==> src/rtl/px_win_shr.sv <==
// Sliding DEPTH-tap pixel window with valid/ready on both sides and line-edge padding.
// Every line of L accepted pixels produces exactly L centred windows for the median sorter.
module px_win_shr #(
  parameter int PX_W      = 8,
  parameter int CH        = 3,
  parameter int DEPTH     = 5,
  parameter int EDGE_MODE = 0
) (
  input  logic                     clk,
  input  logic                     rst,
  input  logic                     in_valid,
  output logic                     in_ready,
  input  logic [CH*PX_W-1:0]       in_px,
  input  logic                     in_sol,
  input  logic                     in_eol,
  output logic                     out_valid,
  input  logic                     out_ready,
  output logic [DEPTH*CH*PX_W-1:0] out_taps,
  output logic [CH*PX_W-1:0]       out_center,
  output logic                     out_sol,
  output logic                     out_eol
);

  localparam int PW   = CH * PX_W;
  localparam int HALF = (DEPTH - 1) / 2;
  localparam int FW   = $clog2(DEPTH + 1);

  localparam logic [FW-1:0] FULL       = FW'(DEPTH);
  localparam logic [FW-1:0] START_FILL = FW'(HALF + 1);
  localparam logic [FW-1:0] FLUSH_INIT = FW'(HALF);
  localparam logic [FW-1:0] ONE        = FW'(1);

  typedef enum logic [1:0] {
    IDLE  = 2'd0,
    RUN   = 2'd1,
    FLUSH = 2'd2
  } state_t;

  state_t          state, state_n;
  logic [PW-1:0]   taps [DEPTH];
  logic [FW-1:0]   fill, fill_n, fill_inc;
  logic [FW-1:0]   flush_cnt, flush_n;
  logic            adv, acc;
  logic            do_start, do_shift;
  logic [PW-1:0]   shift_px;
  logic            valid_n, sol_n, eol_n;

  assign adv      = !out_valid || out_ready;
  assign in_ready = adv && (state != FLUSH);
  assign acc      = in_valid && in_ready;
  assign fill_inc = (fill == FULL) ? fill : fill + ONE;

  // Next-state decode; when the window is stalled (adv low) everything holds.
  always_comb begin
    state_n  = state;
    fill_n   = fill;
    flush_n  = flush_cnt;
    do_start = 1'b0;
    do_shift = 1'b0;
    shift_px = in_px;
    valid_n  = out_valid;
    sol_n    = out_sol;
    eol_n    = out_eol;
    if (adv) begin
      valid_n = 1'b0;
      sol_n   = 1'b0;
      eol_n   = 1'b0;
      case (state)
        IDLE, RUN: begin
          if (acc && in_sol) begin
            do_start = 1'b1;
            fill_n   = START_FILL;
            valid_n  = (START_FILL == FULL);
            sol_n    = valid_n;
            state_n  = RUN;
          end else if (acc && (state == RUN)) begin
            do_shift = 1'b1;
            fill_n   = fill_inc;
            valid_n  = (fill_inc == FULL);
            sol_n    = valid_n && (fill != FULL);
          end
          if (acc && in_eol && (in_sol || (state == RUN))) begin
            if (HALF > 0) begin
              state_n = FLUSH;
              flush_n = FLUSH_INIT;
            end else begin
              state_n = IDLE;
              fill_n  = '0;
              eol_n   = 1'b1;
            end
          end
        end
        FLUSH: begin
          do_shift = 1'b1;
          shift_px = (EDGE_MODE != 0) ? taps[0] : '0;
          valid_n  = (fill_inc == FULL);
          sol_n    = valid_n && (fill != FULL);
          flush_n  = flush_cnt - ONE;
          if (flush_cnt == ONE) begin
            state_n = IDLE;
            fill_n  = '0;
            eol_n   = 1'b1;
          end else begin
            fill_n  = fill_inc;
          end
        end
        default: state_n = IDLE;
      endcase
    end
  end

  always_ff @(posedge clk or negedge rst) begin
    if (!rst) begin
      state     <= IDLE;
      fill      <= '0;
      flush_cnt <= '0;
      out_valid <= 1'b0;
      out_sol   <= 1'b0;
      out_eol   <= 1'b0;
    end else begin
      state     <= state_n;
      fill      <= fill_n;
      flush_cnt <= flush_n;
      out_valid <= valid_n;
      out_sol   <= sol_n;
      out_eol   <= eol_n;
    end
  end

  // A line start preloads the older taps with the pad value so the first window is centred.
  always_ff @(posedge clk or negedge rst) begin
    if (!rst) begin
      for (int k = 0; k < DEPTH; k++) taps[k] <= '0;
    end else if (do_start) begin
      taps[0] <= in_px;
      for (int k = 1; k < DEPTH; k++) taps[k] <= (EDGE_MODE != 0) ? in_px : '0;
    end else if (do_shift) begin
      for (int k = DEPTH - 1; k > 0; k--) taps[k] <= taps[k-1];
      taps[0] <= shift_px;
    end
  end

  always_comb begin
    out_taps = '0;
    for (int k = 0; k < DEPTH; k++) out_taps[k*PW +: PW] = taps[k];
  end

  assign out_center = taps[HALF];

endmodule

==> config.mk <==
export PLATFORM = sky130hd
export DESIGN_NAME = px_win_shr
export DESIGN_NICKNAME = d
export VERILOG_FILES = /design/src/rtl/px_win_shr.sv
export SDC_FILE = /design/constraint.sdc
export NUM_CORES = 1
export LEC_CHECK = 0
export ABC_AREA = 1
export CORE_UTILIZATION = 50
export DETAILED_ROUTE_END_ITERATION = 8
export GPL_TIMING_DRIVEN = 1
export PLACE_DENSITY_LB_ADDON = 0.15
export SYNTH_ARGS = -nofsm -noshare
export SYNTH_HDL_FRONTEND = slang
export SYNTH_SLANG_ARGS = --single-unit
export TNS_END_PERCENT = 100
==> constraint.sdc <==
create_clock -name clk -period 2.3 [get_ports clk]
set_input_delay 0.23 -clock clk [delete_from_list [all_inputs] [get_ports clk]]
set_output_delay 0.23 -clock clk [all_outputs]
set_load 0.01 [all_outputs]
Figure 1. PDN straps and rails (run 1).
Bar = 20 µm. Pins as bars on the die edge. Tap cells in gray.
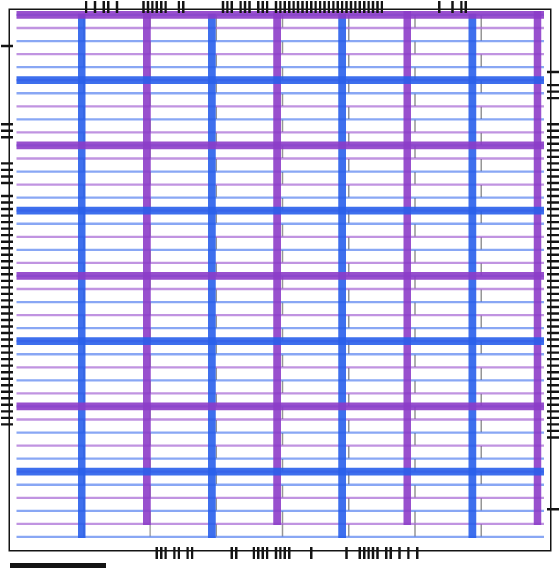
Key: VSS = blue; VDD = purple
The core has 40 rows. 8 straps on met4. 178 signal pins sit on the boundary. 8 straps on met5. 147 tap cells.

Figure 2. Cells colored by class (run 1).
Bar = 20 µm.
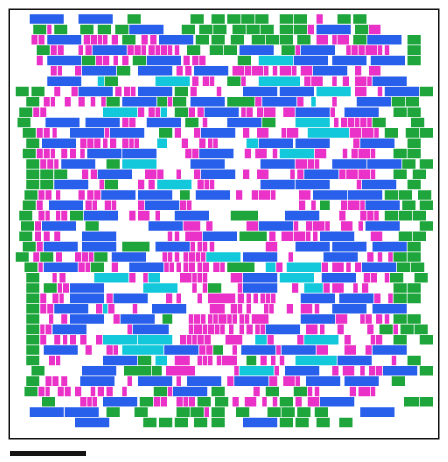
Key: remaining buffers and delay cells = green [cells 191, share of their area 24%]; remaining logic cells = magenta [cells 452, share of their area 28%]; registers = blue [cells 131, share of their area 40%]; clock drivers and dummy loads = cyan [cells 32, share of their area 7.7%]
number of cell rows: 40
area of all placed cells without fillers: 8350 µm²

Figure 3. Clock wires, drivers and flops (run 1).
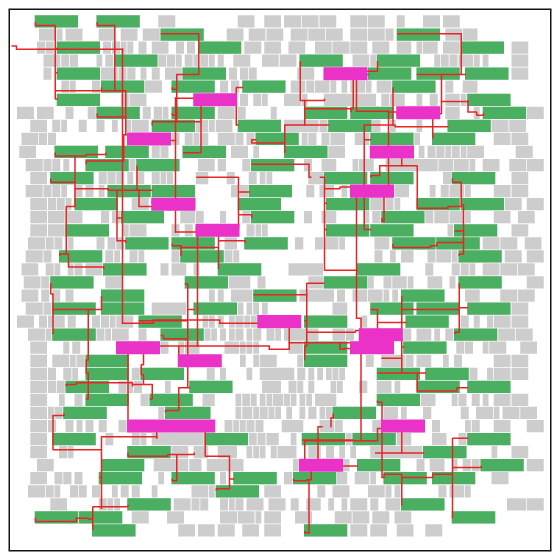
Key: clock wires = red [length 1,550 µm]; clock-net drivers = magenta [count 17]; flip-flops = green [count 131]
Position of the flops: widely spread. There are 18 routed clock nets.

Figure 4. Signal wires by layer (run 1).
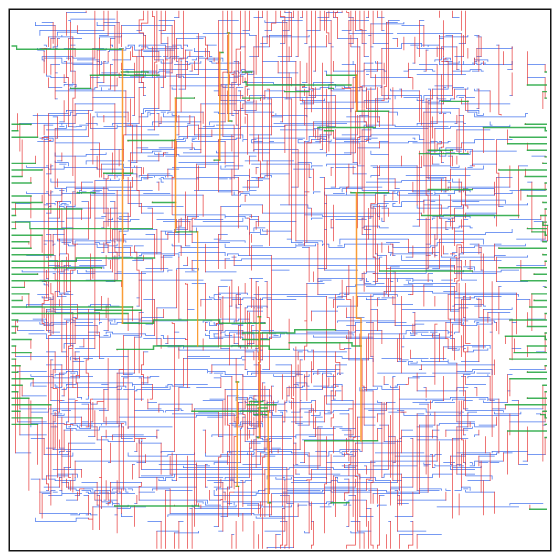
Key: M4 = orange [wire length 276 µm]; M1 = blue [wire length 6,740 µm]; M3 = green [wire length 891 µm]; M2 = red [wire length 6,490 µm]
DR vias: 5,016
aggregate routed wire length: 14,400 µm

==> results.txt, run 1 <==
Notes on the physical design

The run finished with clean final reports. The synthesis report lists the most area-consuming cells as sky130_fd_sc_hd__dfrtp_1, sky130_fd_sc_hd__o21ai_0, sky130_fd_sc_hd__nand2_1. Setup repair after global routing left no endpoint under its margin. Per STA, the highest per-stage delay on the worst path measures between 0.5 and 0.6 ns. The multi-input gate count is ~430. The number of antenna-violating nets in the routed design is 0. Per STA, the worst path is made up of inv_2, nand2_4, nand2_4, inv_1, clkdlybuf4s50_1. The floorplan die area is ~13,000 µm². The core box area is roughly 12,000 µm². The reg-to-reg critical path endpoint is out_taps[87]$_DFFE_PN0P_. Ranked by total area, the top cell class in this layout is sequential cells. The peak supply drop is 0.612 mV.

Adding up every negative setup slack in the final design gives 0 ns. The leading cell type by number of instances after synthesis is sky130_fd_sc_hd__nand2_1. The initial utilization of the core area, before any placement, comes to about half. The filler cells instantiated in the layout total 956. The synthesis run shows multiplexers occupying 0% of the cell area. The transition time at the pin with the least slew margin is between 0.5 and 0.6 ns. From synthesis to final layout, the design area changed by 36.7%. For this run, the register share of the synthesized area comes to roughly 54%. The shortest clock period the worst path allows after layout is around 2.1 ns. Cell internal power was estimated by the tool at ~8000 µW.

The layout has 20 clock buffers. The TritonCTS sink count is ~130. The final worst-path setup slack is 0.188 ns. The sequential power is between 4000 and 5000 µW. The most common cell after layout, fill and taps aside is sky130_fd_sc_hd__clkdlybuf4s50_1.

After synthesis, the most frequently instantiated cells are sky130_fd_sc_hd__nand2_1, sky130_fd_sc_hd__dfrtp_1, sky130_fd_sc_hd__o21ai_0, sky130_fd_sc_hd__o21ai_1, sky130_fd_sc_hd__o21ai_2. The total clock network power is between 2000 and 3000 µW. Overall routing resource usage recorded by global route was 23.8%. The final cycle utilization of the critical path is around nine tenths. The insertion delay of the later-clocked pin in the worst-skew pair is between 0.4 and 0.5 ns. The longest clock path from root to sink contains 2 buffers.

The share of total power dissipated in sequential elements is 33.2%. The number of placed I/O pins is 178. The post-synth tally of flip-flops with integrated enable is 0. For this run, global-route usage on met3 was measured as under 10%. The data required time reported for the critical path is 2.07 ns. CTS added clock buffers totalling 17. The number of standard cells in the final layout excluding fillers is 953. The layout has ~190 buffers outside the clock class. After synthesis the cells add up to about 6100 µm².

The part of the power in combinational logic is between 40% and 50%. The fraction of post-synthesis cell area in the top cell type by area is 53.6%. Synthesis instantiated 22 different standard cells from the library. For reference, the most critical setup path is categorized as reg2out. Global route summary, busiest routing layer listed as met2. The family with the most delay on the worst path is buffers and inverters. The per-instance average area after synthesis is between 9 and 10 µm². The die is between 100 and 150 µm wide. Counting stages on the worst path, the most repeated cell is sky130_fd_sc_hd__nand2_4. The sum of overflow across all layers after global routing is 0. The clock root buffer master is sky130_fd_sc_hd__clkbuf_16. The synthesized instance count is 659.

The number of hold-slack violations in the final timing report is 0. The number of maximum-capacitance violations recorded for the run is 0. Yosys stat counts 659 cells in the synthesized netlist. The path class of the tightest hold or removal check is in2async. Summed over all cells, the static leakage comes to roughly 0.0036 µW. The fraction of registers with async set or reset after synthesis is 100%.

The global-route wire length before repair is roughly 24,000 µm. Ranking logic cells in the layout by count gives the top entries sky130_fd_sc_hd__clkdlybuf4s50_1, sky130_fd_sc_hd__nand2_1, sky130_fd_sc_hd__dfrtp_1, sky130_fd_sc_hd__o21ai_0, sky130_fd_sc_hd__o21ai_1. The total area of sequential cells is 3280 µm².

The detailed placement HPWL is 9570 µm. The share of synthesized cell area in full adder, half adder and majority cells is 0.819%. For this run, the share of the core covered by cells in the final layout is approximately 70%. The OpenROAD warning count is 28. The final timing report lists a max-slew violation count of 0. Warnings reported by Yosys during synthesis add up to 0. The switching portion of total power comes to between 30% and 40%. The kind of end point of the critical path is an output pin. The non-clock buffer contribution to total cell area is between 20% and 30%. The layout net count is between 800 and 900.

After layout, the design draws a total of roughly 12,000 µW. The smallest hold slack is roughly 0.35 ns. The synthesis stat section lists a flop and latch total of between 100 and 150.

The data arrival time at the worst-slack endpoint is 1.88 ns. For this run, the detailed router's first-pass iteration total came to 5. The clock transition time at the flip-flop clock pins of the worst setup and hold paths is 0.06 ns. The largest family of logic cells by area is AND-OR/OR-AND gates.

The flop share of the area is roughly 39%. The post-placement cell area is between 7000 and 8000 µm². The cell with the largest stage delay on the worst path is sky130_fd_sc_hd__clkdlybuf4s50_1. The reg-to-reg setup timing slack is approximately 0.38 ns. The endpoint of the most critical setup path is in_ready. The script extracted a net switching power of roughly 4500 µW. The critical path contains buffers and inverters numbering 3 combined. Per the OpenROAD timing report, the critical path contains 5 cells. The flow reports an fmax of roughly 470 MHz.

The number of global-route vias before repair is ~4,600. The normalized max-slew margin is roughly 64%. The met2 routed wirelength is between 6000 and 7000 µm. The met1 capacity usage during global routing is between 30% and 40%. The area occupied by multi-input gates is 2240 µm².

The quantity of gates resized following cts is 0. After detailed routing, the average wire length per cell comes to ~15 µm. The non-clock inverter total of the final layout is 18.

The cell type that accounts for the most area after synthesis is sky130_fd_sc_hd__dfrtp_1. Detailed-route iteration 0 reported a violation count of around 360. Signal nets in the final route climb as high as met4. The and-or/or-and share of the synthesized area is 23.1%. The flip-flop count of the largest register after layout is ~96. The worst setup slack after placement is about 0.33 ns. The post-route clock skew is 0.00775 ns.

Once placement completed, the tool counted placed cells totaling roughly 920. The number of sequential storage elements is approximately 130. The highest-power group is combinational cells. The count of buffers from port buffering is between 150 and 200. The origin of the critical flop-to-flop path is state[1]$_DFFE_PN0P_. The H-tree depth is 4.

The count of buffers added by post-CTS timing repair for setup is 0. The primary flip-flop cell chosen by synthesis mapping is sky130_fd_sc_hd__dfrtp_1. Global routing used between 30% and 40% of the available met2 tracks. For this block, wires on met1 add up to slightly below 7000 µm.

The number of hold buffers added after cts is 1. The final weighted congestion in routability-driven placement is 0.828. The share of post-route cells with drive strength above 1 is between 10% and 20%.

The launching instance or port of the critical path is state[0]$_DFFE_PN0P_. The critical path startpoint category is a flop. In this run, the synthesized area fraction spent on and/or/nand/nor cells is recorded as approximately an eighth. Wire segments on met3 add up to between 800 and 900 µm in the final route. The final report lists the setup-violating endpoint count as 0. In the routed layout, each cell is associated on average with a via count of about 5.3.

The synthesized netlist has a Yosys-reported chip area of ~6100 µm². After Yosys synthesis, XOR and XNOR cells account for less than 1% of the synthesized area. The reported combinational group power is ~5400 µW.

Per the timing report, the biggest fanout along the worst path comes to 30. The clock power share is a little under a quarter. The script parses the final routing iteration and logs DRC violations as 0.
==> inputs of run 2 (changes only) <==
Settings changed: CTS_CLUSTER_DIAMETER set to 60, PLACE_DENSITY set to 0.91, PLACE_DENSITY_LB_ADDON 0.15 to unset.
Figure 5. PDN straps and rails (run 2).
Bar = 20 µm. Pins as bars on the die edge. Tap cells in gray.
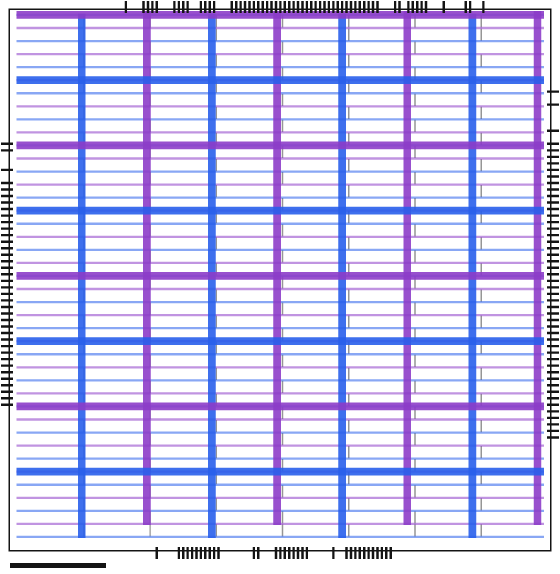
Key: VDD = purple; VSS = blue
8 straps on met5. 178 signal pins sit on the boundary. 41 met1 rails follow the rows. 147 tap cells. The core has 40 rows.
IR Drop Worst-Case VDD: 0.671 mV
Std-Cell Core Area: 12,000 µm²
die x size: 113 µm
Die H: 113 µm

Figure 6. Track usage over the die (run 2).
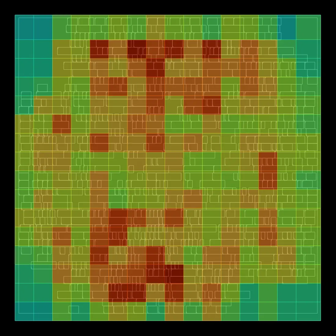
final core utilization: 69.6%
Global Route Usage Sum: 24.8%
met2 Usage GRT: 38.6%

Figure 7. Cells colored by class (run 2).
Bar = 20 µm.
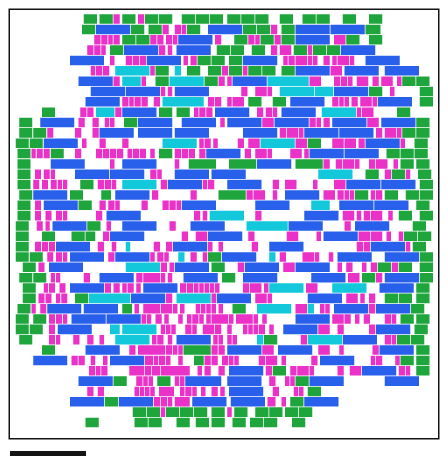
Key: registers = blue [cells 131, share of their area 40%]; remaining buffers and delay cells = green [cells 187, share of their area 24%]; remaining logic cells = magenta [cells 452, share of their area 28%]; clock drivers and dummy loads = cyan [cells 32, share of their area 7.8%]
area of all placed cells without fillers: 8320 µm²
flop share of the area: 39.4%

==> results.txt, run 2 <==
Notes on the physical design

The number of standard cells in the final layout excluding fillers is 949 (was 953). The uppermost layer routed is met4 (unchanged). The number of hold-slack violations in the final timing report is 0 (unchanged). The fraction of registers with async set or reset after synthesis is 100% (unchanged). Result of the run: complete, no violations (unchanged).

The critical path start-end classification is reg2out (unchanged). The part of the power in combinational logic is 43.7% (was 43.8%). The cell area after placement is 7670 µm² (was 7720 µm²). The total internal power was 7890 µW (was 7850 µW). The endpoint of the most critical setup path was in_ready (unchanged). The post-detailed-routing wire length is 15,300 µm (was 14,400 µm). The per-instance average area after synthesis is 9.27 µm² (unchanged). The fraction of post-synthesis cell area in the top cell type by area is 53.6% (unchanged). The met2 routed wirelength was 7380 µm (was 6490 µm).

The final sum of negative setup slack is 0 ns (unchanged). The non-clock buffer contribution to total cell area is 23.0% (was 23.4%). The share of post-route cells with drive strength above 1 is 12.5% (was 12.8%).

The flip-flop and latch count after synthesis is 131 (unchanged). The total area of sequential cells is 3280 µm² (unchanged). The clock buffer count in the final layout is 22 (was 20). The primary flip-flop cell chosen by synthesis mapping is sky130_fd_sc_hd__dfrtp_1 (unchanged).

The OpenROAD warning count is 28 (unchanged). The max-capacitance violation count is 0 (unchanged). The final weighted congestion in routability-driven placement is 0.805 (was 0.828). The smallest hold slack came to 0.387 ns (was 0.353 ns). The number of slew-limit violations in the final report is 0 (unchanged). The number of antenna-violating nets in the routed design came to 0 (unchanged).

The sequential power came to 4140 µW (was 4100 µW). The cell type with the largest total area was sky130_fd_sc_hd__dfrtp_1 (unchanged). The met1 capacity usage during global routing came to 33.3% (was 34.0%). The number of sequential storage elements is 131 (unchanged). The number of logic stages on the critical path including buffering is 4 (was 5). The sum of overflow across all layers after global routing is 0 (unchanged). The count of TritonRoute iterations in the first routing pass is 5 (unchanged). The reg-to-reg setup timing slack is 0.29 ns (was 0.38 ns). The most used routing layer in global routing is met2 (unchanged). The largest family of logic cells by area was AND-OR/OR-AND gates (unchanged). The origin of the critical flop-to-flop path is state[1]$_DFFE_PN0P_ (unchanged).

The buffer-and-inverter tally for the worst setup path is 2 (was 3). The data arrival time at the worst-slack endpoint came to 1.91 ns (was 1.88 ns). The layout net count is 823 (was 827). The count of buffers from port buffering is 177 (unchanged).

The H-tree depth was 4 (unchanged). The launching instance or port of the critical path is state[1]$_DFFE_PN0P_ (was state[0]$_DFFE_PN0P_). The top achievable clock speed is 467 MHz (was 474 MHz).

The clock transition time at the flip-flop clock pins of the worst setup and hold paths came to 0.06 ns (about the same). The wire length on met1 is 6790 µm (was 6740 µm). The reported leakage power is 0.00357 µW (was 0.00358 µW).

The floorplan die area is 12,700 µm² (unchanged). The post-synthesis mux area share is 0% (unchanged). The sequential share of power was 33.2% (about the same).

The share of synthesized cell area in full adder, half adder and majority cells is 0.819% (unchanged). The detailed-route vias per instance is 5.43 (was 5.26). The global-route wire length before repair is 24,700 µm (was 23,800 µm). Cell types with the largest area share after synthesis: sky130_fd_sc_hd__dfrtp_1, sky130_fd_sc_hd__o21ai_0, sky130_fd_sc_hd__nand2_1 (unchanged). The final worst-path setup slack came to 0.160 ns (was 0.188 ns). The endpoint required time on the critical path is 2.07 ns (about the same). The non-clock inverter total of the final layout came to 18 (unchanged). The cell area after technology mapping is 6110 µm² (unchanged). The reported combinational group power is 5450 µW (was 5410 µW).

The post-route clock skew was 0.00573 ns (was 0.00775 ns). The highest-power group is combinational cells (unchanged). The total clock network power is 2890 µW (was 2830 µW). The delay of the slowest cell on the worst path is 0.54 ns (about the same). The transition time at the pin with the least slew margin is 0.752 ns (was 0.533 ns).

The cell with the largest stage delay on the worst path was sky130_fd_sc_hd__clkdlybuf4s50_1 (unchanged). The reg-to-reg critical path endpoint was out_taps[8]$_DFFE_PN0P_ (was out_taps[87]$_DFFE_PN0P_). The violation count after the first detailed-routing iteration is 389 (was 357). The count of vias placed by the detailed router is 5,149 (was 5,016).

The class of the most critical hold timing path is in2async (unchanged). The total met3 wirelength after detailed routing is 759 µm (was 891 µm). The average wire per cell in the routed design is 16.2 µm (was 15.1 µm). The number of placed I/O pins was 178 (unchanged).

The fraction of the mapped netlist area in simple logic gates is 12.3% (unchanged). The met3 capacity usage during global routing came to 5.35% (was 6.26%). The number of hold buffers added after cts came to 1 (unchanged).

The gate count after technology mapping was 659 (unchanged). The area occupied by multi-input gates is 2240 µm² (unchanged). The clock root buffer master is sky130_fd_sc_hd__clkbuf_16 (unchanged). The normalized max-slew margin is 49.8% (was 64.5%). Commonest non-fill, non-tap cells in the layout: sky130_fd_sc_hd__clkdlybuf4s50_1, sky130_fd_sc_hd__nand2_1, sky130_fd_sc_hd__dfrtp_1, sky130_fd_sc_hd__o21ai_0, sky130_fd_sc_hd__o21ai_1 (unchanged). The post-synthesis cell count from yosys is 659 (unchanged). The core utilization before placement is 51.1% (unchanged). The switching power is 4590 µW (was 4490 µW). The critical path startpoint category is a flop (unchanged).
==> inputs of run 3 (changes only) <==
Settings changed: CORE_UTILIZATION 50 to 45, PLACE_DENSITY 0.91 to 0.83.
Figure 8. Signal wires by layer (run 3).
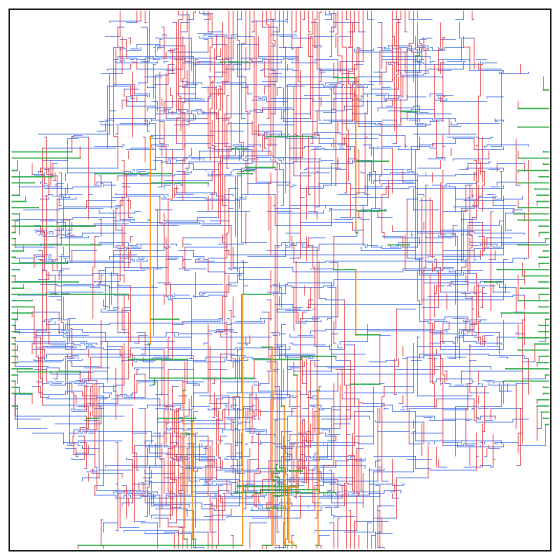
Key: M1 = blue [wire length 6,880 µm]; M3 = green [wire length 697 µm]; M4 = orange [wire length 356 µm]; M2 = red [wire length 6,750 µm]

Figure 9. Track usage over the die (run 3).
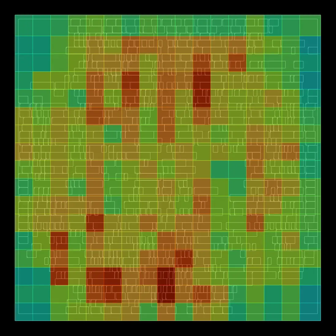
final core utilization: 62.9%
M3 GR Usage: 4.39%
met1 usage: 31.2%
Top Usage Layer GRT: met2
drt wl/cell: 15.0 µm

Figure 10. Clock wires, drivers and flops (run 3).
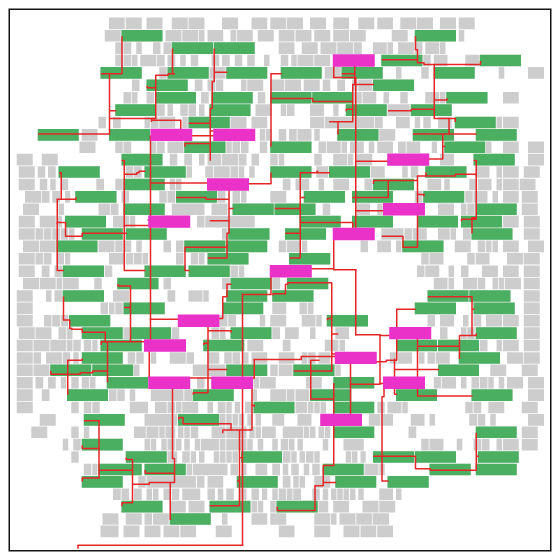
Key: flip-flops = green [count 131]; clock wires = red [length 1,520 µm]; clock-net drivers = magenta [count 17]
Position of the flops: widely spread.

==> results.txt, run 3 <==
Notes on the physical design

Result of the run: complete, no violations (unchanged). The post-detailed-routing wire length is 14,700 µm (was 15,300 µm). The floorplan die height is 119 µm (was 113 µm). The core utilization before placement is 46.1% (was 51.1%). The layout net count came to 826 (was 823).

The met2 usage is 32.9% (was 38.6%). The primary flip-flop cell chosen by synthesis mapping is sky130_fd_sc_hd__dfrtp_1 (unchanged). The number of sequential storage elements was 131 (unchanged). The transition time at the pin with the least slew margin is 0.632 ns (was 0.752 ns). The data arrival time at the worst-slack endpoint is 1.87 ns (was 1.91 ns). The insertion delay of the later-clocked pin in the worst-skew pair came to 0.41 ns (about the same). The number of standard cells in the final layout excluding fillers is 980 (was 949).

The class of the most critical hold timing path is in2async (unchanged). The synthesized-area fraction occupied by xor and xnor cells came to 0.287% (unchanged). The total power consumption of the routed design is 12,200 µW (was 12,500 µW). The number of hold buffers added after cts is 1 (unchanged). The detailed-route vias per instance is 5.13 (was 5.43). The most frequent cell on the critical path is sky130_fd_sc_hd__nand2_4 (unchanged). The critical path startpoint category was a flop (unchanged). The critical path start-end classification is reg2out (unchanged).

The count of buffers from port buffering came to 177 (unchanged). The post-synthesis cell count from yosys is 659 (unchanged). The worst setup slack after placement is 0.337 ns (was 0.183 ns). The aggregate global-route resource usage is 21.9% (was 24.8%).

The uppermost layer routed is met4 (unchanged). The number of placed I/O pins is 178 (unchanged). The reported combinational group power came to 5380 µW (was 5450 µW).

The filler cell count in the final layout is 1,114 (was 881). The count of placed standard cells including taps was 948 (was 916). The post-synthesis mux area share came to 0% (unchanged). The reg-to-reg critical path endpoint was out_taps[85]$_DFFE_PN0P_ (was out_taps[8]$_DFFE_PN0P_).

The total met3 wirelength after detailed routing came to 696 µm (was 759 µm). The flip-flop and latch count after synthesis is 131 (unchanged). The switching share of power is 36.9% (was 36.8%). The final routed DRC violation total was 0 (unchanged). The normalized max-slew margin is 57.9% (was 49.8%). The number of CTS-inserted buffers is 17 (unchanged). The count of buffers added by post-CTS timing repair for setup came to 0 (unchanged). The biggest area consumer among cell classes is sequential cells (unchanged).

The endpoint of the most critical setup path is in_ready (unchanged). The multi-input gate count is 434 (unchanged). The cell area after technology mapping came to 6110 µm² (unchanged).

The smallest hold slack is 0.361 ns (was 0.387 ns). The post-synth tally of flip-flops with integrated enable is 0 (unchanged). The count of TritonRoute iterations in the first routing pass is 5 (unchanged).

The maximum net fanout on the critical path is 30 (unchanged). The leading cell type by number of instances after synthesis was sky130_fd_sc_hd__nand2_1 (unchanged). The count of endpoints failing setup in the final report is 0 (unchanged). The family with the most delay on the worst path is buffers and inverters (unchanged).

The number of logic stages on the critical path including buffering is 5 (was 4). The total clock network power came to 2730 µW (was 2890 µW). The sum of overflow across all layers after global routing was 0 (unchanged). The wire length on met1 is 6880 µm (was 6790 µm). The top achievable clock speed was 475 MHz (was 467 MHz). The cell area after placement came to 7710 µm² (was 7670 µm²). The number of global-route vias before repair was 4,602 (was 4,759). The area occupied by multi-input gates is 2240 µm² (unchanged).

The detailed placement HPWL was 9750 µm (was 9760 µm). The final instance area is 8330 µm² (was 8320 µm²). The total cell area reported by yosys after synthesis is 6110 µm² (unchanged). The sequential power was 4100 µW (was 4140 µW). The share of post-route cells with drive strength above 1 is 12.8% (was 12.5%). The final worst-path setup slack was 0.196 ns (was 0.160 ns). The clock power share is 22.4% (was 23.2%). The delay of the slowest cell on the worst path is 0.54 ns (about the same). The number of warnings printed during yosys synthesis is 0 (unchanged). The switching power came to 4510 µW (was 4590 µW). The fraction of registers with async set or reset after synthesis is 100% (unchanged).
Power and IR drop assume default switching activity.
